==> src/rtl/lc4_wb_stage.sv <==
// LC4 writeback/resolve stage: register write port, NZP and carry flags, branch/JSR/RTI redirect
// with wrong-path squash. Defining LC4_WB_PERF_CNT_EN adds retired/squashed event counters.
//
// state  | meaning
// RUN    | normal processing of each valid instruction
// SQUASH | dropping wrong-path instructions; cnt_q counts the ones still to drop
module lc4_wb_stage #(
    parameter int WORD_SIZE    = 256,
    parameter int DADDR        = 4,
    parameter int INSN         = 19,
    parameter int IADDR        = 10,
    parameter int SQUASH_DEPTH = 2
) (
    input  logic                 clk,
    input  logic                 rst_n,
    input  logic                 i_valid,
    input  logic [INSN:0]        i_insn,
    input  logic [IADDR:0]       i_pc,
    input  logic [WORD_SIZE-1:0] i_alu_result,
    output logic                 o_we,
    output logic [DADDR:0]       o_waddr,
    output logic [WORD_SIZE-1:0] o_wdata,
    output logic [2:0]           o_nzp,
    output logic                 o_carry,
    output logic                 o_redirect,
    output logic [IADDR:0]       o_redirect_pc,
`ifdef LC4_WB_PERF_CNT_EN
    output logic [31:0]          o_retired,
    output logic [31:0]          o_squashed,
`endif
    output logic                 o_illegal
);

    typedef enum logic [0:0] {RUN, SQUASH} state_t;

    state_t      state_q, state_d;
    logic [2:0]  cnt_q, cnt_d;

    logic [4:0]  opcode;
    logic [DADDR:0] rd;
    logic        is_write, is_tcs, is_jump, is_illegal, br_taken;
    logic        accept, drop, do_write, do_redirect, do_illegal;
    logic        res_n, res_z;
    logic [2:0]  nzp_new;
    logic        unused_in;

    assign opcode    = i_insn[INSN -: 5];
    assign rd        = i_insn[INSN-5 -: DADDR+1];
    assign unused_in = ^{i_pc, i_insn[INSN-6-DADDR:0]};

    assign res_n   = i_alu_result[WORD_SIZE-1];
    assign res_z   = ~|i_alu_result;
    assign nzp_new = {res_n, res_z, ~res_n & ~res_z};

    always_comb begin
        is_write   = 1'b0;
        is_jump    = 1'b0;
        is_illegal = 1'b0;
        br_taken   = 1'b0;
        case (opcode)
            5'b00000: ;
            5'b00001: br_taken = o_nzp[1];
            5'b00010: br_taken = o_nzp[1] | o_nzp[0];
            5'b00011: br_taken = o_nzp[2] | o_nzp[0];
            5'b00100: br_taken = o_nzp[2] | o_nzp[1];
            5'b01000, 5'b01010: is_jump = 1'b1;
            5'b00101, 5'b00110, 5'b00111, 5'b01001, 5'b01011, 5'b01100, 5'b01101,
            5'b01110, 5'b01111, 5'b10000, 5'b10010, 5'b10011, 5'b10100, 5'b10101:
                is_write = 1'b1;
            default: is_illegal = 1'b1;
        endcase
    end

    assign is_tcs      = (opcode == 5'b10100);
    assign accept      = i_valid && (state_q == RUN);
    assign drop        = i_valid && (state_q == SQUASH);
    assign do_write    = accept && is_write;
    assign do_redirect = accept && (is_jump || br_taken);
    assign do_illegal  = accept && is_illegal;

    always_comb begin
        state_d = state_q;
        cnt_d   = cnt_q;
        case (state_q)
            RUN: begin
                if (do_redirect && SQUASH_DEPTH != 0) begin
                    state_d = SQUASH;
                    cnt_d   = 3'(SQUASH_DEPTH);
                end
            end
            SQUASH: begin
                if (i_valid) begin
                    if (cnt_q == 3'd1) begin
                        state_d = RUN;
                        cnt_d   = 3'd0;
                    end else begin
                        cnt_d = cnt_q - 3'd1;
                    end
                end
            end
            default: begin
                state_d = RUN;
                cnt_d   = 3'd0;
            end
        endcase
    end

    always_ff @(posedge clk or negedge rst_n) begin
        if (!rst_n) begin
            state_q       <= RUN;
            cnt_q         <= 3'd0;
            o_we          <= 1'b0;
            o_waddr       <= '0;
            o_wdata       <= '0;
            o_nzp         <= 3'b010;
            o_carry       <= 1'b0;
            o_redirect    <= 1'b0;
            o_redirect_pc <= '0;
            o_illegal     <= 1'b0;
        end else begin
            state_q    <= state_d;
            cnt_q      <= cnt_d;
            o_we       <= do_write;
            o_redirect <= do_redirect;
            o_illegal  <= do_illegal;
            if (do_write) begin
                o_waddr <= rd;
                o_wdata <= i_alu_result;
                o_nzp   <= nzp_new;
                if (is_tcs)
                    o_carry <= res_z;
            end
            // Target is held between redirects so fetch can observe it lazily.
            if (do_redirect)
                o_redirect_pc <= i_alu_result[IADDR:0];
        end
    end

`ifdef LC4_WB_PERF_CNT_EN
    always_ff @(posedge clk or negedge rst_n) begin
        if (!rst_n) begin
            o_retired  <= '0;
            o_squashed <= '0;
        end else begin
            if (accept)
                o_retired <= o_retired + 32'd1;
            if (drop)
                o_squashed <= o_squashed + 32'd1;
        end
    end
`endif

endmodule

==> config.mk <==
export PLATFORM = sky130hd
export DESIGN_NAME = lc4_wb_stage
export DESIGN_NICKNAME = d
export VERILOG_FILES = /design/src/rtl/lc4_wb_stage.sv
export SDC_FILE = /design/constraint.sdc
export NUM_CORES = 1
export LEC_CHECK = 0
export CAP_MARGIN = 20
export CORE_AREA = 8 8 212 214
export CTS_BUF_LIST = sky130_fd_sc_hd__clkbuf_4 sky130_fd_sc_hd__clkbuf_8
export DETAILED_ROUTE_END_ITERATION = 10
export DIE_AREA = 0 0 220 222
export PLACE_DENSITY_LB_ADDON = 0.05
export SLEW_MARGIN = 25
export SYNTH_ARGS = -nofsm -noshare
export SYNTH_HDL_FRONTEND = slang
export SYNTH_SLANG_ARGS = --single-unit
export TNS_END_PERCENT = 50
==> constraint.sdc <==
create_clock -name clk -period 2.1 [get_ports clk]
set_clock_uncertainty 0.1 [all_clocks]
set_input_delay 0.21 -clock clk [delete_from_list [all_inputs] [get_ports clk]]
set_output_delay 0.21 -clock clk [all_outputs]
set_load 0.05 [all_outputs]
==> run summary <==
Implementation summary

The fraction of registers with async set/reset is 1.000. The number of logic gates is 403. The count of inserted antenna diode cells is 2. The non-clock buffer contribution to total cell area is 0.3351. The global-route met2 utilization is 0.3203.

The power report attributes to the combinational group a share of 0.572. The cell group occupying the most layout area is flip-flops and latches. The H-tree was split into 2 levels. The floorplan net count is 1017. The most flop-heavy register is o_wdata. The mux contribution to synthesized area is 0.3269. Per the gpl log, the routability congestion estimate is 0.7809. The total cell area at the placement stage is 19780 sq um. Combinational cells consume a total of 20.4 mW. The highest supply drop recorded on VDD is 995.6 uV. The pre-CTS setup check shows a worst slack of -0.7167 ns. In the finished design the tool counted flip-flops and latches totalling 282. Dividing the synthesized area by the synthesized cell count gives 16.88 sq um.

Adding up every negative setup slack in the final design gives 0 ns. The total internal power is 18.39 mW. The cell with the largest stage delay on the worst path is sky130_fd_sc_hd__clkdlybuf4s50_1. The net switching power is 17.21 mW. The cell total after placement is 1982.

The number of buffers and inverters on the critical path is 1. The iteration-0 DRC count of the detailed router is 305. Entering global routing, the biggest net connects 56 pins.

The logs give a warning total of 48. The detailed router reports a met3 wire length of 4093 um. At the pin with the least slew margin, the transition time is 0.6257 ns. The achievable clock frequency is 0.4958 GHz. Setup slack closes at 0.08303 ns. The number of cells in the yosys synthesis report is 725. The synthesized design contains 282 register bits.

For the worst-skew pair, the clock arrives at the later sink with an insertion delay of 0.59 ns. The total of plain and repair buffers excluding clock buffers is 751. Per the OpenROAD floorplan log, the area of the die is 48840 sq um. The type of the most critical hold path is primary input to flop. The final route contains 9300 vias.

The worst-case hold path end point is o_waddr[1]. The heaviest power group is combinational logic. Per the synthesis report, the simple-gate share of the synthesized area is 0.05328. In the final routing, the length of wire on met1 measures 18380 um. The critical path endpoint is o_redirect.

Of the post-synthesis cell area, the dominant cell type holds 0.5747. The number of nets with antenna violations after routing is 0. After detailed routing, the total wire length is 47240 um.

Summing all multi-input logic gate instances after layout gives 4821 sq um. Data arrives at the worst endpoint at 1.71 ns. At the worst endpoint, the required time is 1.79 ns.

The main area contributors are sky130_fd_sc_hd__dfrtp_1 57%, sky130_fd_sc_hd__mux2_4 30%, sky130_fd_sc_hd__nor4_1 3.5%. Of all the cell area in the finished design, the clock network holds 0.05363. For this run the aggregate overflow at the end of global routing stands at 0. Ranking logic cells in the layout by count gives the top entries 281 x sky130_fd_sc_hd__dfrtp_1, 268 x sky130_fd_sc_hd__clkdlybuf4s50_1, 268 x sky130_fd_sc_hd__dlygate4sd2_1, 247 x sky130_fd_sc_hd__mux2_4, 193 x sky130_fd_sc_hd__buf_4. The report puts the hold buffer count at CTS at 2. The final report lists a non-filler cell total of 2080. The leading area contributor after synthesis is sky130_fd_sc_hd__dfrtp_1. According to the dpl log, the detail-placed design has an HPWL of 37090 um. The height of the chip is 222 um. The design draws 35.60 mW. The flow ran to the end, and the final reports show no timing, DRC or antenna violations. On met1, the global router reports a usage of 0.2164. The number of buffers inserted to repair setup after CTS is 0.

Post-synthesis, Yosys gives the total cell area as 12240 sq um. The cell with the most instances after synthesis is sky130_fd_sc_hd__dfrtp_1. Counting I/O delays and the setup requirement, the final critical path takes 2.017 ns. Per Yosys stat, the portion of area used by sequential elements is 0.5768. All stages included, the depth of the critical timing path comes to 1. During tapcell insertion the tool placed 539 well taps. In the hold timing report, the worst path depth is 2. Yosys reports that the most numerous cell types are 281 x sky130_fd_sc_hd__dfrtp_1, 247 x sky130_fd_sc_hd__mux2_4, 68 x sky130_fd_sc_hd__nor4_1. The count of filler cells inserted in the layout is 3775. Clock buffers in the final layout number 86.

The path depth of the worst reg2reg path is 5. The synthesized area is 12240 sq um. The detailed-routed wire length on met2 is 23550 um. The final number of max-transition violations is 0. The worst setup path is captured at an output pin. In the finished design, the share of the clock period the worst path needs comes to 0.9605. The number of flip-flops under the largest register name is 256. The slack of the worst reg-to-reg path is 0.13 ns. For this run, the number of Yosys warnings is 0. The clock root buffer is sky130_fd_sc_hd__clkbuf_8.
Figure 1. Nets reached from selected ports.
Scale bar: 50 um.
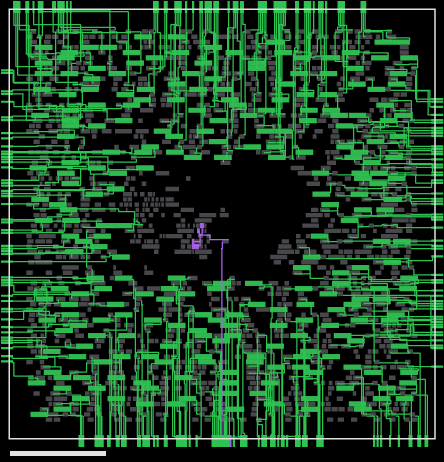
[i_valid] purple | bits: 1 | direction: input | edge: south | end cells: 5 | buffers: 2 | wire: 145 um
[o_wdata] green | bits: 256 | direction: output | edge: 80 south, 74 north, 53 east, 49 west | end cells: 256 | buffers: 256 | wire: 13900 um
number of placed I/O pins: 569
buffers added on ports: 547

Figure 2. Congestion heat map.
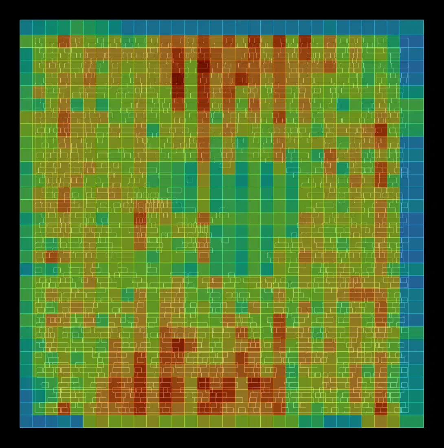
overall routing resource usage: 0.1881
core occupancy in the finished layout: 0.4967
WL/cell: 22.71 um
routing usage on met3: 0.06889

Figure 3. Cell area per tile.
Scale bar: 50 um. 22 x 22 tiles, from black (low) to pale yellow (high), 0 to 100% covered.
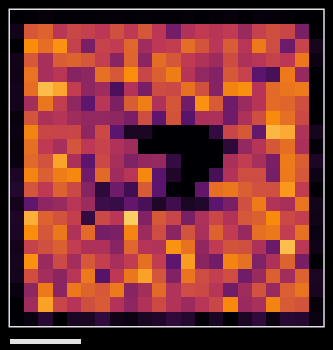
fullest tile: 89%
nearly empty tiles: 11%
emptiest ninth of the die: centre
mean over tiles: 41%
tiles over 75% full: 3.9%
starting utilization of the core area: 0.2950
Core Footprint: 41480 sq um

Figure 4. Cells coloured by class.
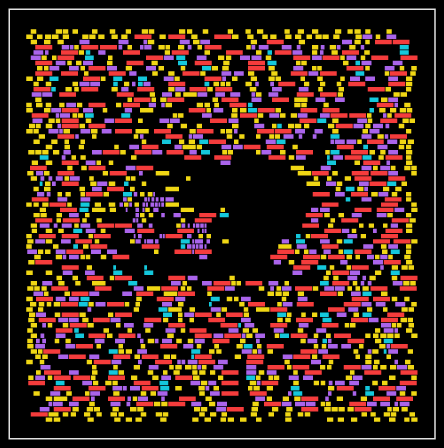
[combinational and other logic] purple | cells: 412 | share of their area: 24%
[sequential cells] red | cells: 282 | share of their area: 35%
[remaining buffers and delay cells] yellow | cells: 751 | share of their area: 35%
[clock drivers and dummy loads] cyan | cells: 94 | share of their area: 5.5%
final design area excluding fillers: 20600 sq um
number of placement rows: 75
fraction of standard cell area that is sequential: 0.3426

Power figures rest on the tool's default switching activity, not on a simulated workload.
